**config.mk**
```make
export PLATFORM = sky130hd
export DESIGN_NAME = hist_accum_ram
export DESIGN_NICKNAME = d
export VERILOG_FILES = /design/src/rtl/hist_pkg.sv /design/src/rtl/hist_sdp_ram.sv /design/src/rtl/hist_accum_ram.sv
export SDC_FILE = /design/constraint.sdc
export NUM_CORES = 2
export LEC_CHECK = 0
export CORE_ASPECT_RATIO = 1.5
export CORE_MARGIN = 2
export CORE_UTILIZATION = 50
export DETAILED_ROUTE_END_ITERATION = 8
export PLACE_DENSITY = 0.76
export SYNTH_ARGS = -nofsm -noshare
export SYNTH_HDL_FRONTEND = slang
export SYNTH_HIERARCHICAL = 1
export SYNTH_SLANG_ARGS = --single-unit
```
**constraint.sdc**
```tcl
create_clock -name clk -period 9.6 [get_ports clk]
set_clock_uncertainty 0.05 [all_clocks]
set_input_delay 1.44 -clock clk [delete_from_list [all_inputs] [get_ports clk]]
set_output_delay 1.44 -clock clk [all_outputs]
set_load 0.1 [all_outputs]
```
**src/rtl/hist_pkg.sv**
```systemverilog
// Shared types and arithmetic for the histogram accumulator.
// Forward entries are held at a fixed maximum width, so instances need BINS <= 2^16 and CNT_W <= 64.
package hist_pkg;
    localparam int unsigned HIST_MAX_AW    = 16;
    localparam int unsigned HIST_MAX_CNT_W = 64;

    typedef enum logic [1:0] {IDLE, DRAIN, SWEEP} state_t;

    typedef struct packed {
        logic                      valid;
        logic [HIST_MAX_AW-1:0]    bin;
        logic [HIST_MAX_CNT_W-1:0] value;
    } fwd_entry_t;

    function automatic logic hist_add_carry(input logic [HIST_MAX_CNT_W-1:0] old,
                                            input logic [HIST_MAX_CNT_W-1:0] wt,
                                            input logic [6:0]                cnt_w);
        logic [HIST_MAX_CNT_W:0] sum;
        sum = {1'b0, old} + {1'b0, wt};
        return sum[cnt_w];
    endfunction

    // Operands must already fit in cnt_w bits; a carry out of bit cnt_w-1 clamps or wraps.
    function automatic logic [HIST_MAX_CNT_W-1:0] hist_sat_add(input logic [HIST_MAX_CNT_W-1:0] old,
                                                               input logic [HIST_MAX_CNT_W-1:0] wt,
                                                               input logic [6:0]                cnt_w,
                                                               input logic                      sat);
        logic [HIST_MAX_CNT_W:0]   sum;
        logic [HIST_MAX_CNT_W-1:0] ones;
        sum  = {1'b0, old} + {1'b0, wt};
        ones = (cnt_w >= 7'(HIST_MAX_CNT_W)) ? '1
             : ((HIST_MAX_CNT_W'(1) << cnt_w) - HIST_MAX_CNT_W'(1));
        if (sum[cnt_w]) return sat ? ones : (sum[HIST_MAX_CNT_W-1:0] & ones);
        return sum[HIST_MAX_CNT_W-1:0];
    endfunction
endpackage

```
**src/rtl/hist_sdp_ram.sv**
```systemverilog
// Simple-dual-port RAM with a two-cycle registered read; a read colliding with a write returns old data.
module hist_sdp_ram #(
    parameter int unsigned DEPTH = 32,
    parameter int unsigned WIDTH = 32
) (
    input  logic                     clk,
    input  logic                     we,
    input  logic [$clog2(DEPTH)-1:0] waddr,
    input  logic [WIDTH-1:0]         wdata,
    input  logic [$clog2(DEPTH)-1:0] raddr,
    output logic [WIDTH-1:0]         rdata
);
    logic [WIDTH-1:0] mem [DEPTH];
    logic [WIDTH-1:0] rd_stage;

    always_ff @(posedge clk) begin
        if (we) mem[waddr] <= wdata;
        rd_stage <= mem[raddr];
        rdata    <= rd_stage;
    end
endmodule

```
**src/rtl/hist_accum_ram.sv**
```systemverilog
// Pipelined weighted histogram accumulator (R -> B -> W) with write forwarding, readout slots and clear sweep.
//   state | meaning
//   IDLE  | accepting updates and readouts
//   DRAIN | two cycles letting in-flight updates retire
//   SWEEP | writing zero to one bin per cycle
module hist_accum_ram
    import hist_pkg::*;
#(
    parameter int unsigned BINS     = 32,
    parameter int unsigned CNT_W    = 32,
    parameter int unsigned WT_W     = 8,
    parameter bit          SATURATE = 1'b1
) (
    input  logic                    clk,
    input  logic                    rst,
    input  logic                    in_valid,
    output logic                    in_ready,
    input  logic [$clog2(BINS)-1:0] in_bin,
    input  logic [WT_W-1:0]         in_weight,
    input  logic                    rd_req,
    input  logic [$clog2(BINS)-1:0] rd_bin,
    output logic                    rd_valid,
    output logic [CNT_W-1:0]        rd_count,
    input  logic                    clr_start,
    output logic                    busy,
    output logic                    clr_done,
    output logic                    overflow
);
    localparam int unsigned AW = $clog2(BINS);

    state_t        state, state_nx;
    logic          drain_cnt, drain_cnt_nx;
    logic [AW-1:0] sweep_idx, sweep_idx_nx;
    logic          clr_acc;

    logic            r_upd, r_rd;
    logic            b_upd, b_rd, w_upd, w_rd;
    logic [AW-1:0]   b_bin, w_bin;
    logic [WT_W-1:0] b_wt, w_wt;

    fwd_entry_t                hist [2];
    logic [HIST_MAX_CNT_W-1:0] operand;
    logic                      carry;
    logic [CNT_W-1:0]          upd_value;

    logic             sweep_we, ram_we;
    logic [AW-1:0]    ram_waddr, ram_raddr;
    logic [CNT_W-1:0] ram_wdata, ram_rdata;

    always_ff @(posedge clk) begin
        if (rst) begin
            state     <= SWEEP;
            sweep_idx <= '0;
            drain_cnt <= 1'b0;
        end else begin
            state     <= state_nx;
            sweep_idx <= sweep_idx_nx;
            drain_cnt <= drain_cnt_nx;
        end
    end

    always_comb begin
        state_nx     = state;
        sweep_idx_nx = sweep_idx;
        drain_cnt_nx = drain_cnt;
        clr_acc      = 1'b0;
        clr_done     = 1'b0;
        case (state)
            IDLE: if (clr_start) begin
                clr_acc      = 1'b1;
                drain_cnt_nx = 1'b1;
                state_nx     = DRAIN;
            end
            DRAIN: if (drain_cnt == 1'b0) begin
                sweep_idx_nx = '0;
                state_nx     = SWEEP;
            end else begin
                drain_cnt_nx = drain_cnt - 1'b1;
            end
            SWEEP: if (sweep_idx == AW'(BINS - 1)) begin
                clr_done = 1'b1;
                state_nx = IDLE;
            end else begin
                sweep_idx_nx = sweep_idx + 1'b1;
            end
            default: state_nx = IDLE;
        endcase
    end

    assign busy      = (state != IDLE);
    assign in_ready  = (state == IDLE) & ~rd_req;
    assign r_rd      = (state == IDLE) & rd_req;
    // Out-of-range bins are accepted but never become a write.
    assign r_upd     = in_valid & in_ready & (32'(in_bin) < BINS);
    assign ram_raddr = r_rd ? rd_bin : in_bin;

    always_ff @(posedge clk) begin
        if (rst) begin
            b_upd <= 1'b0;
            b_rd  <= 1'b0;
            w_upd <= 1'b0;
            w_rd  <= 1'b0;
        end else begin
            b_upd <= r_upd;
            b_rd  <= r_rd;
            w_upd <= b_upd;
            w_rd  <= b_rd;
        end
        b_bin <= ram_raddr;
        b_wt  <= in_weight;
        w_bin <= b_bin;
        w_wt  <= b_wt;
    end

    // Newest history entry wins; RAM data lags the last two writes.
    always_comb begin
        operand = HIST_MAX_CNT_W'(ram_rdata);
        if (hist[1].valid && hist[1].bin == HIST_MAX_AW'(w_bin)) operand = hist[1].value;
        if (hist[0].valid && hist[0].bin == HIST_MAX_AW'(w_bin)) operand = hist[0].value;
    end

    assign carry     = hist_add_carry(operand, HIST_MAX_CNT_W'(w_wt), 7'(CNT_W));
    assign upd_value = CNT_W'(hist_sat_add(operand, HIST_MAX_CNT_W'(w_wt), 7'(CNT_W), SATURATE));

    assign sweep_we  = (state == SWEEP);
    assign ram_we    = sweep_we | w_upd;
    assign ram_waddr = sweep_we ? sweep_idx : w_bin;
    assign ram_wdata = sweep_we ? '0 : upd_value;

    always_ff @(posedge clk) begin
        if (rst) begin
            hist[0] <= '0;
            hist[1] <= '0;
        end else if (ram_we) begin
            hist[1] <= hist[0];
            hist[0] <= '{valid: 1'b1, bin: HIST_MAX_AW'(ram_waddr), value: HIST_MAX_CNT_W'(ram_wdata)};
        end
    end

    always_ff @(posedge clk) begin
        if (rst)                overflow <= 1'b0;
        else if (clr_acc)       overflow <= 1'b0;
        else if (w_upd & carry) overflow <= 1'b1;
    end

    assign rd_valid = w_rd;
    assign rd_count = w_rd ? CNT_W'(operand) : '0;

    hist_sdp_ram #(.DEPTH(BINS), .WIDTH(CNT_W)) u_ram (
        .clk   (clk),
        .we    (ram_we),
        .waddr (ram_waddr),
        .wdata (ram_wdata),
        .raddr (ram_raddr),
        .rdata (ram_rdata)
    );
endmodule

```
**Clock nets**

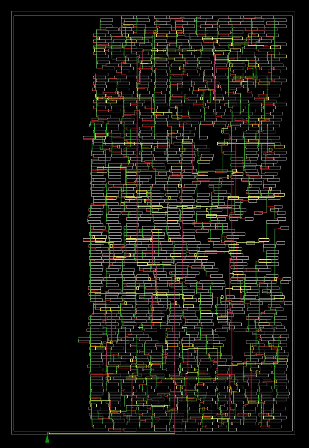
clk latency late pin: 0.69 ns
Num Clock Sinks: 1,203

**Where the registers sit**

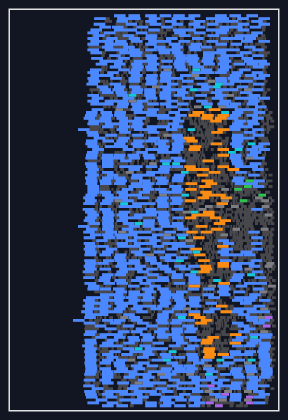
legend:
  `hist`:
    colour: orange
    flops: 76
  `b_wt`:
    colour: purple
    flops: 8
    where: bottom right
  `sweep_idx`:
    colour: green
    flops: 5
    where: right middle
  `u_ram/mem`:
    colour: blue
    flops: 1,024
  `u_ram/rdata`:
    colour: cyan
    flops: 32
not coloured: 58

**Power grid**

Pins as bars on the die edge.
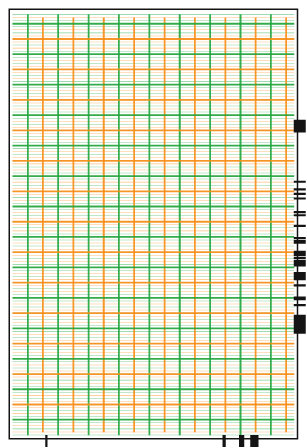
legend:
  VDD:
    colour: orange
  VSS:
    colour: green
rows: 138
met4 straps: 18
met5 straps: 27
met1 rails: 139
Die X: 256 µm
Max VDD drop: 0.135 mV

**A small window of the routed layout**

Window x 39 to 89, y 262 to 312 µm. Cells in grey, sequential cells in the stronger grey; small squares are vias.
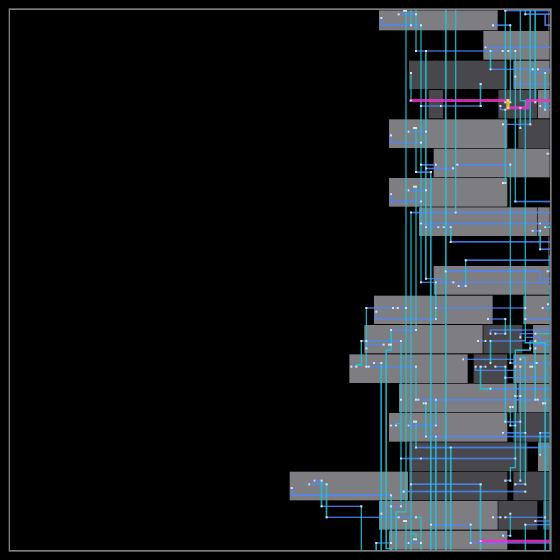
legend:
  metal 2:
    colour: cyan
  metal 3:
    colour: magenta
  metal 4:
    colour: yellow
  metal 1:
    colour: blue
cells with their middle in the window: 25
sequential cells in the window: 15
most frequent: edfxtp_1 (15), mux2i_1 (5), clkbuf_16 (2)
netlist names of flops here include: `u_ram/mem` (15)

==> impl_metrics.ini <==
; physical design summary
[cts]
post_cts_resized = 0
cts_tree = done
cts_max_path_buffers = 3
cts_setup_buffers = 0
clk_pin_slew_ns = 0.07
numCtsBuffers = 96

[logic_synthesis]
ff_type = edfxtp_1
top_cells_by_count = edfxtp_1, mux2i_1, nand2_1, a21oi_1, nand3_1
synth-simple-area-share_pct = 5.97
synthMuxAreaShare_pct = 11.5
most_common_cell = edfxtp_1
logic_family = multiplexers
synthDistinctLibCells = 66
edf_count = 1100
ys_area_um2 = 47700
ys_cells = 2986

[cells_and_area]
fillers = 7131
clkbuf_count = 128
comb_area_um2 = 12000
diodes = 0
reg_top3 = u_ram/mem x1024, hist x76
syn2layout_area_growth_pct = 11.1
num-multi-input-gates = 1609
fin_area_um2 = 53000
nets = 3082
top_register = u_ram/mem
lay_top_count = edfxtp_1
buffer_area_share_pct = 2.30
clk_share_pct = 5.81
seq_area_share_pct = 66.2
drive_gt1_share_pct = 9.51
ff_count = 1203

[floorplan]
row_count = 138
dieArea_um2 = 97900

[global_route]
grtUsageTotal_pct = 24.6
grt_util_met3_pct = 3.93
grt_max_degree = 143
grt_pass1_wl_um = 175000

[detailed_routing]
viasPerCell = 6.19
firstDrtPassIters = 6
vias = 27200
drc = 0
met2WireLength_um = 58500
routed.top_layer = met4

[pwr]
pg_seq_mw = 5.78
power.switching_mw = 2.22
pg_comb_uw = 590
p_int_mw = 8.06
p_clk_share_pct = 38.0
leakage_nw = 18.0

[setup_path]
r2r_end = u_ram/mem[11][17]
critical_path.cell_chain = xnor2_1, nand4_2, nor2_4, buf_4, mux2i_1, o21ai_0, and2_1, clkdlybuf4s50_1
startpoint = hist[0][146]
cp-start-kind = flop
endpoint_kind = output port
worstSetupPathType = reg2out
crit_end = rd_count[24]
crit_arrival_ns = 5.06
critical_path_required_ns = 8.11
critPathSlowestCell = clkdlybuf4s50_1

[outcome]
status = completed

[place]
dp_cells = 4209
dpl.hpwl_um = 61000
gp_congestion = 0.917
pre_cts_ws_ns = 3.48

[sta]
period_used_pct = 68.2
tns_ns = 0
rsz0062_at_grt = false
setup_viol_count_final = 0
fin_crit_ns = 6.55
worstMarginPinSlew_ns = 1.24

[job]
cap_violations = 0

[hold_path]
holdPathStages = 0
